`src/rtl/tx_uart.sv`:
```
// UART transmitter: one NB_DATA-bit word per request, framed as a start bit,
// data LSB first, then N_STOP_BITS stop bits. Bit timing comes from the shared
// baud tick (N_TICKS_PER_BIT ticks per serial bit). All outputs are flops.
module tx_uart #(
    parameter int NB_DATA         = 8,
    parameter int N_TICKS_PER_BIT = 16,
    parameter int N_STOP_BITS     = 1,
    parameter int NB_STATE        = 2
) (
    input  logic               i_clock,
    input  logic               i_reset_n,
    input  logic               i_s_tick,
    input  logic               i_tx_start,
    input  logic [NB_DATA-1:0] i_data,
    output logic               o_tx,
    output logic               o_busy,
    output logic               o_tx_done_tick
);

    localparam int NB_TICK = $clog2(N_STOP_BITS * N_TICKS_PER_BIT);
    localparam int NB_BIT  = $clog2(NB_DATA);

    // Terminal counts: one serial bit, the whole stop field, the last data bit.
    localparam logic [NB_TICK-1:0] BIT_LAST  = NB_TICK'(N_TICKS_PER_BIT - 1);
    localparam logic [NB_TICK-1:0] STOP_LAST = NB_TICK'(N_STOP_BITS * N_TICKS_PER_BIT - 1);
    localparam logic [NB_BIT-1:0]  DATA_LAST = NB_BIT'(NB_DATA - 1);
    localparam logic [NB_TICK-1:0] TICK_ONE  = NB_TICK'(1);
    localparam logic [NB_BIT-1:0]  BIT_ONE   = NB_BIT'(1);

    typedef enum logic [NB_STATE-1:0] {
        ST_IDLE  = NB_STATE'(0),
        ST_START = NB_STATE'(1),
        ST_DATA  = NB_STATE'(2),
        ST_STOP  = NB_STATE'(3)
    } state_t;

    state_t               state_r, state_s;
    logic [NB_TICK-1:0]   tick_cnt_r, tick_cnt_s;
    logic [NB_BIT-1:0]    bit_cnt_r, bit_cnt_s;
    logic [NB_DATA-1:0]   shift_r, shift_s;
    logic                 tx_r, tx_s;
    logic                 busy_r, busy_s;
    logic                 done_r, done_s;

    // Next-state logic: frame sequencing, tick/bit counting and data shifting.
    always_comb begin
        state_s    = state_r;
        tick_cnt_s = tick_cnt_r;
        bit_cnt_s  = bit_cnt_r;
        shift_s    = shift_r;
        done_s     = 1'b0;
        case (state_r)
            ST_IDLE: begin
                if (i_tx_start) begin
                    shift_s    = i_data;
                    tick_cnt_s = {NB_TICK{1'b0}};
                    bit_cnt_s  = {NB_BIT{1'b0}};
                    state_s    = ST_START;
                end else begin
                    state_s    = ST_IDLE;
                end
            end
            ST_START: begin
                if (i_s_tick) begin
                    if (tick_cnt_r == BIT_LAST) begin
                        tick_cnt_s = {NB_TICK{1'b0}};
                        bit_cnt_s  = {NB_BIT{1'b0}};
                        state_s    = ST_DATA;
                    end else begin
                        tick_cnt_s = tick_cnt_r + TICK_ONE;
                    end
                end else begin
                    tick_cnt_s = tick_cnt_r;
                end
            end
            ST_DATA: begin
                if (i_s_tick) begin
                    if (tick_cnt_r == BIT_LAST) begin
                        tick_cnt_s = {NB_TICK{1'b0}};
                        shift_s    = {1'b0, shift_r[NB_DATA-1:1]};
                        if (bit_cnt_r == DATA_LAST) begin
                            state_s = ST_STOP;
                        end else begin
                            bit_cnt_s = bit_cnt_r + BIT_ONE;
                        end
                    end else begin
                        tick_cnt_s = tick_cnt_r + TICK_ONE;
                    end
                end else begin
                    tick_cnt_s = tick_cnt_r;
                end
            end
            ST_STOP: begin
                if (i_s_tick) begin
                    if (tick_cnt_r == STOP_LAST) begin
                        tick_cnt_s = {NB_TICK{1'b0}};
                        state_s    = ST_IDLE;
                        done_s     = 1'b1;
                    end else begin
                        tick_cnt_s = tick_cnt_r + TICK_ONE;
                    end
                end else begin
                    tick_cnt_s = tick_cnt_r;
                end
            end
            default: begin
                state_s    = ST_IDLE;
                tick_cnt_s = {NB_TICK{1'b0}};
                bit_cnt_s  = {NB_BIT{1'b0}};
                shift_s    = {NB_DATA{1'b0}};
            end
        endcase
    end

    // Line level and busy flag follow the state being entered, so the flops
    // present them in the same cycle the state register does.
    always_comb begin
        tx_s   = 1'b1;
        busy_s = (state_s != ST_IDLE);
        case (state_s)
            ST_IDLE:  tx_s = 1'b1;
            ST_START: tx_s = 1'b0;
            ST_DATA:  tx_s = shift_s[0];
            ST_STOP:  tx_s = 1'b1;
            default:  tx_s = 1'b1;
        endcase
    end

    // State, counters, shift register and registered outputs.
    always_ff @(posedge i_clock or negedge i_reset_n) begin
        if (!i_reset_n) begin
            state_r    <= ST_IDLE;
            tick_cnt_r <= {NB_TICK{1'b0}};
            bit_cnt_r  <= {NB_BIT{1'b0}};
            shift_r    <= {NB_DATA{1'b0}};
            tx_r       <= 1'b1;
            busy_r     <= 1'b0;
            done_r     <= 1'b0;
        end else begin
            state_r    <= state_s;
            tick_cnt_r <= tick_cnt_s;
            bit_cnt_r  <= bit_cnt_s;
            shift_r    <= shift_s;
            tx_r       <= tx_s;
            busy_r     <= busy_s;
            done_r     <= done_s;
        end
    end

    assign o_tx           = tx_r;
    assign o_busy         = busy_r;
    assign o_tx_done_tick = done_r;

endmodule

```
`config.mk`:
```
export PLATFORM = sky130hd
export DESIGN_NAME = tx_uart
export DESIGN_NICKNAME = d
export VERILOG_FILES = /design/src/rtl/tx_uart.sv
export SDC_FILE = /design/constraint.sdc
export NUM_CORES = 1
export LEC_CHECK = 0
export ABC_AREA = 1
export CELL_PAD_IN_SITES_DETAIL_PLACEMENT = 0
export CELL_PAD_IN_SITES_GLOBAL_PLACEMENT = 1
export CORE_UTILIZATION = 43
export DETAILED_ROUTE_END_ITERATION = 16
export PLACE_DENSITY = 0.93
export SYNTH_ARGS = -nofsm -noshare
export SYNTH_HDL_FRONTEND = slang
export SYNTH_SLANG_ARGS = --single-unit
```
`constraint.sdc`:
```
create_clock -name i_clock -period 3.8 [get_ports i_clock]
set_input_delay 0.57 -clock i_clock [delete_from_list [all_inputs] [get_ports i_clock]]
set_output_delay 0.57 -clock i_clock [all_outputs]
set_load 0.05 [all_outputs]
```
==> run notes, run 1 <==
fresh numbers from the pnr run: final instance area 1260 sq um, aoi share 0.106, Seq. pwr 341 uW, Die Ht 51.4 microns, internal power 464 uW, DR vias 802, final worst path period share 0.577, Mux area share 0, Synth Register Bits 20, layout net count 150, FF-to-FF path depth 7, fraction of layout cells with a size suffix above 1 0.168, Die X 51.4 microns, Synth Seq Share 0.479, worst setup path class reg -> out, grt peak-use layer met2, Basic Gates by Area 0.279, Layout area overhead 20.2%, clock network area share 0.0288, Adder Area Share 0.0716, Top non-seq family simple AND/OR/NAND/NOR gates, Setup WS post-layout 1.61 ns, Clk pwr share 0.157, sw power 307 uW, Top reg by flops shift_r, number of global-route vias before repair 838, status completed, biggest area consumer among synthesized cells dfrtp_1, crit path cell chain clkdlybuf4s50_1, Non-clk invs 18, Seq pwr share 0.442, M1 GR Usage 0.263, combinational share of cell area 0.380, Worst R2R Start bit_cnt_r[0]$_DFFE_PN0P_, YS chip area 1050 sq um, Unique cell types 26, post-CTS setup buffers 0, Commonest Layout Cell dfrtp_1, Cell area leaders dfrtp_1 45%, ha_1 7.2%, nand2_1 6.4%, cell type taking the most area registers, Post-CTS Resized 0, fillcell total 200, Yosys Instances 113, Max VDD drop 387 uV, reg2reg end o_tx$_DFF_PN1_, Place WS 1.49 ns, arrival time of the worst setup path 1.62 ns, CP peak stage delay 0.79 ns, Non-Filler Instances 159, routed wl met3 40 microns, num ports 15, total tool warning count 28, Final ANT Viol Nets 0, met2 usage 0.294, Clk. pwr 121 uW, antenna fix cells 0, comb pwr 310 uW, Worst Hold Class reg -> reg, Final setup viols 0, Post-Syn Area 1050 sq um, initial antenna violation count 0, Tot GR Track Use 0.192, hold slack final 0.502 ns, synthesized net count 131, largest net degree at the start of global routing 21, WHS Endpoint bit_cnt_r[2]$_DFFE_PN0P_, Switching Share 0.398, required time of the critical path 3.23 ns, Worst setup SP type flip-flop, Routed Wire Length 1970 microns, shortest period the worst path allows 2.19 ns, Hold Path Depth 2, Setup crit start o_tx$_DFF_PN1_, Critical-path top delay cell clkdlybuf4s50_1, Leak 0.000624 uW, GR Layer Usage met3 0.0387, Post-synth EDFFs 0, storage element area 502 sq um, Row Count 17, reg2reg setup slack 2.13 ns
**Run 1: gate families picked out**

Drawn at 10 px/micron.
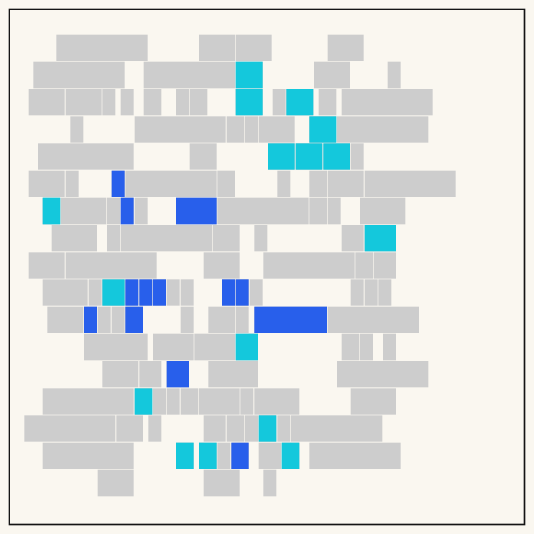
| color | family | cells |
|---|---|---|
| cyan | aoi and oai cells | 16 |
| blue | nor cells | 13 |

**Run 1: clock wiring as the flow saved it**

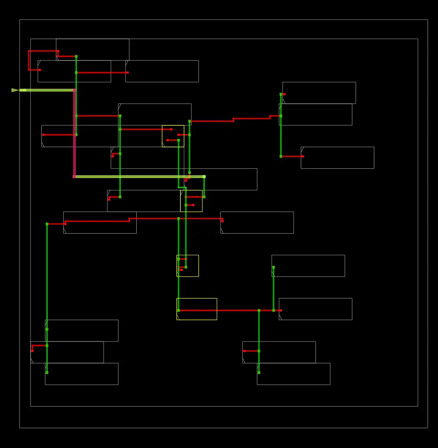
clkbuf count: 4
Clock Sinks: 20
total CTS buffers: 3
flip-flops: 20

**Run 1: local utilization**

Drawn at 6 px/micron. 10 x 10 tiles, from dark purple (low) to yellow (high), 0 to 100% covered.
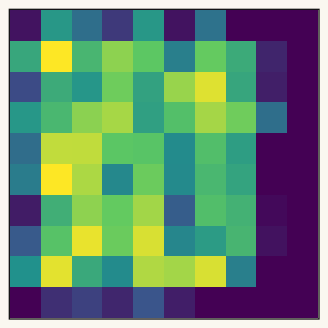
emptiest ninth of the die: south-east
mean over tiles: 46%
tiles over 75% full: 25%
nearly empty tiles: 19%
fullest tile: 100%
Core Area: 2250 sq um
post-layout util: 0.559

**Run 1: I/O nets highlighted**

Drawn at 8 px/micron.
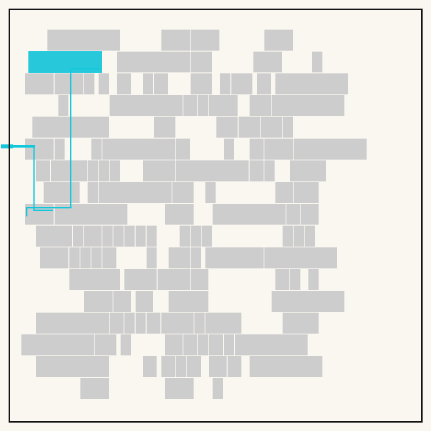

==> inputs of run 2 (changes only) <==
--- a/config.mk
+++ b/config.mk
@@ -8,9 +8,9 @@
 export ABC_AREA = 1
 export CELL_PAD_IN_SITES_DETAIL_PLACEMENT = 0
 export CELL_PAD_IN_SITES_GLOBAL_PLACEMENT = 1
-export CORE_UTILIZATION = 43
+export CORE_UTILIZATION = 36
 export DETAILED_ROUTE_END_ITERATION = 16
-export PLACE_DENSITY = 0.93
+export PLACE_DENSITY = 0.84
 export SYNTH_ARGS = -nofsm -noshare
 export SYNTH_HDL_FRONTEND = slang
 export SYNTH_SLANG_ARGS = --single-unit
==> constraint.sdc (replaced) <==
create_clock -name i_clock -period 1.8 [get_ports i_clock]
set_input_delay 0.27 -clock i_clock [delete_from_list [all_inputs] [get_ports i_clock]]
set_output_delay 0.27 -clock i_clock [all_outputs]
set_load 0.05 [all_outputs]
**Run 2: I/O nets highlighted**

Drawn at 6 px/micron.
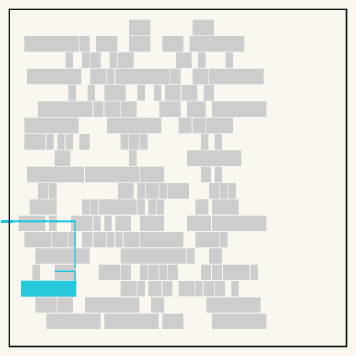
| color | port | bits | direction | end cells | buffers | wire |
|---|---|---|---|---|---|---|
| cyan | o_busy | 1 | output | 1 | 1 | 23.3 microns |
num ports: 15
number of port buffers: 14

**Run 2: clock wiring as the flow saved it**

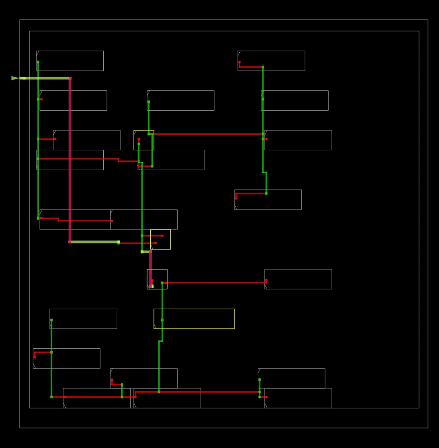
Clock Skews: 0.00841 ns
worst-skew pair later-pin latency: 0.30 ns
Clk. pwr: 365 uW

==> run notes, run 2 <==
fresh numbers from the pnr run: Commonest Layout Cell dfrtp_1 (unchanged), shortest period the worst path allows 1.71 ns, internal power 1100 uW (was 464 uW), Place WS 0.0244 ns (was 1.49 ns), grt peak-use layer met2 (unchanged), total tool warning count 28 (unchanged), Worst setup SP type flip-flop (unchanged), synthesized net count 131 (unchanged), final worst path period share 0.951, met2 usage 0.224 (was 0.294), Tot GR Track Use 0.144 (was 0.192), antenna fix cells 0 (unchanged), status completed (unchanged), Yosys Instances 113 (unchanged), reg2reg setup slack 0.17 ns (was 2.13 ns), Max VDD drop 799 uV (was 387 uV), biggest area consumer among synthesized cells dfrtp_1 (unchanged), Layout area overhead 24.7% (was 20.2%), GR Layer Usage met3 0.0163 (was 0.0387), Post-synth EDFFs 0 (unchanged), crit path cell chain clkdlybuf4s50_1 (unchanged), largest net degree at the start of global routing 21 (unchanged), Basic Gates by Area 0.279 (unchanged), required time of the critical path 1.53 ns (was 3.23 ns), Core Area 2760 sq um (was 2250 sq um), clock network area share 0.0402 (was 0.0288), Row Count 19 (was 17), Final ANT Viol Nets 0 (unchanged), Setup crit start o_tx_done_tick$_DFF_PN0_ (was o_tx$_DFF_PN1_), CP top delay family buffers and inverters (unchanged), Top reg by flops shift_r (unchanged), Switching Share 0.372 (was 0.398), Worst R2R Start bit_cnt_r[0]$_DFFE_PN0P_ (unchanged), Clk pwr share 0.209 (was 0.157), Die X 56.0 microns (was 51.4 microns), clkbuf count 3 (was 4), Clock Sinks 20 (unchanged), Final setup viols 0 (unchanged), Cell area leaders dfrtp_1 45%, ha_1 7.2%, nand2_1 6.4% (unchanged), storage element area 502 sq um (unchanged), Routed Wire Length 1950 microns (was 1970 microns), arrival time of the worst setup path 1.44 ns (was 1.62 ns), post-CTS setup buffers 0 (unchanged), Seq pwr share 0.406 (was 0.442), Synth Seq Share 0.479 (unchanged), initial antenna violation count 0 (unchanged), worst setup path class reg -> out (unchanged), Post-CTS Resized 0 (unchanged), number of global-route vias before repair 809 (was 838), Leak 0.000651 uW (was 0.000624 uW), Unique cell types 26 (unchanged), fillcell total 265 (was 200), Seq. pwr 710 uW (was 341 uW), combinational share of cell area 0.367 (was 0.380), cell type taking the most area registers (unchanged), final instance area 1310 sq um (was 1260 sq um), Worst Hold Class in -> async (was reg -> reg), Adder Area Share 0.0716 (unchanged), Top non-seq family simple AND/OR/NAND/NOR gates (unchanged), flip-flops 20 (unchanged), M1 GR Usage 0.201 (was 0.263), fraction of layout cells with a size suffix above 1 0.200 (was 0.168), layout net count 154 (was 150), post-layout util 0.474 (was 0.559), Post-Syn Area 1050 sq um (unchanged), routed wl met3 52 microns (was 40 microns), Synth Register Bits 20 (unchanged), comb pwr 675 uW (was 310 uW), total CTS buffers 3 (unchanged)
==> inputs of run 3 (changes only) <==
--- a/config.mk
+++ b/config.mk
@@ -6,11 +6,13 @@
 export NUM_CORES = 1
 export LEC_CHECK = 0
 export ABC_AREA = 1
+export CAP_MARGIN = 10
 export CELL_PAD_IN_SITES_DETAIL_PLACEMENT = 0
 export CELL_PAD_IN_SITES_GLOBAL_PLACEMENT = 1
 export CORE_UTILIZATION = 36
 export DETAILED_ROUTE_END_ITERATION = 16
 export PLACE_DENSITY = 0.84
+export SKIP_LAST_GASP = 1
 export SYNTH_ARGS = -nofsm -noshare
 export SYNTH_HDL_FRONTEND = slang
 export SYNTH_SLANG_ARGS = --single-unit
**Run 3: where the registers sit**

Drawn at 6 px/micron. Other sequential cells in the stronger gray, the rest of the logic in the fainter gray.
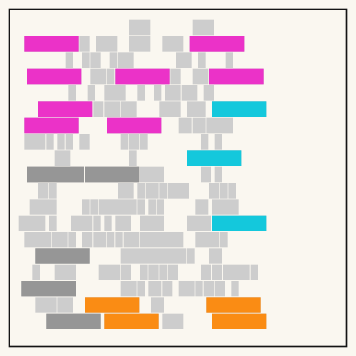
| color | netlist name | sequential cells |
|---|---|---|
| cyan | bit_cnt_r | 3 |
| orange | tick_cnt_r | 4 |
| magenta | shift_r | 8 |
not colored: 5
Seq area share: 0.384
Seq. pwr: 710 uW
storage element area: 502 sq um

**Run 3: clock wiring as the flow saved it**

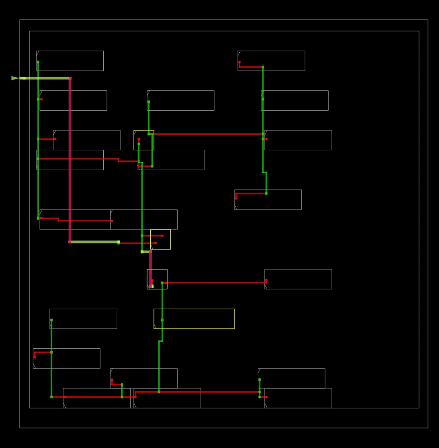
clkbuf count: 3

==> run notes, run 3 <==
fresh numbers from the pnr run: Top non-seq family simple AND/OR/NAND/NOR gates (unchanged), Setup WS post-layout 0.0885 ns (unchanged), CP peak stage delay 0.80 ns (about the same), Core Area 2760 sq um (unchanged), post-CTS setup buffers 0 (unchanged), Tot GR Track Use 0.144 (unchanged), Yosys Instances 113 (unchanged), Clock Sinks 20 (unchanged), combinational share of cell area 0.367 (unchanged), worst-skew pair later-pin latency 0.30 ns (about the same), Top reg by flops shift_r (unchanged), Basic Gates by Area 0.279 (unchanged), aoi share 0.106 (unchanged), Leak 0.000651 uW (unchanged), Worst setup SP type flip-flop (unchanged), Synth Seq Share 0.479 (unchanged), YS chip area 1050 sq um (unchanged), Commonest Layout Cell dfrtp_1 (unchanged), FF-to-FF path depth 7 (unchanged), Mux area share 0 (unchanged), total tool warning count 28 (unchanged), Post-CTS Resized 0 (unchanged), cell type taking the most area registers (unchanged), arrival time of the worst setup path 1.44 ns (about the same), largest net degree at the start of global routing 21 (unchanged), Worst R2R Start bit_cnt_r[0]$_DFFE_PN0P_ (unchanged), Critical-path top delay cell clkdlybuf4s50_1 (unchanged), Non-clk invs 18 (unchanged), routed wl met3 52 microns (unchanged), Cell area leaders dfrtp_1 45%, ha_1 7.2%, nand2_1 6.4% (unchanged), Clk. pwr 365 uW (about the same), reg2reg end o_tx$_DFF_PN1_ (unchanged), synthesized net count 131 (unchanged), Post-Syn Area 1050 sq um (unchanged), flip-flops 20 (unchanged), CP top delay family buffers and inverters (unchanged), Clk pwr share 0.209 (about the same), fraction of layout cells with a size suffix above 1 0.200 (unchanged), worst setup path class reg -> out (unchanged), final instance area 1310 sq um (unchanged), Final setup viols 0 (unchanged), crit path cell chain clkdlybuf4s50_1 (unchanged), Setup crit start o_tx_done_tick$_DFF_PN0_ (unchanged), comb pwr 675 uW (about the same), Adder Area Share 0.0716 (unchanged), number of port buffers 14 (unchanged), initial antenna violation count 0 (unchanged), Synth Register Bits 20 (unchanged), Seq pwr share 0.406 (about the same), Switching Share 0.372 (unchanged), clock network area share 0.0402 (unchanged), status completed (unchanged), Place WS 0.0244 ns (unchanged), Layout area overhead 24.7% (unchanged), internal power 1100 uW (unchanged), reg2reg setup slack 0.17 ns (about the same), hold slack final 0.289 ns (unchanged), grt peak-use layer met2 (unchanged), Final ANT Viol Nets 0 (unchanged), antenna fix cells 0 (unchanged), Row Count 19 (unchanged), post-layout util 0.474 (unchanged), M1 GR Usage 0.201 (unchanged), met2 usage 0.224 (unchanged), Max VDD drop 799 uV (unchanged), Non-Filler Instances 166 (unchanged), final worst path period share 0.951 (unchanged), required time of the critical path 1.53 ns (about the same), shortest period the worst path allows 1.71 ns (unchanged), number of global-route vias before repair 809 (unchanged), Routed Wire Length 1950 microns (unchanged)
Power is estimated from default activity; no workload was simulated.
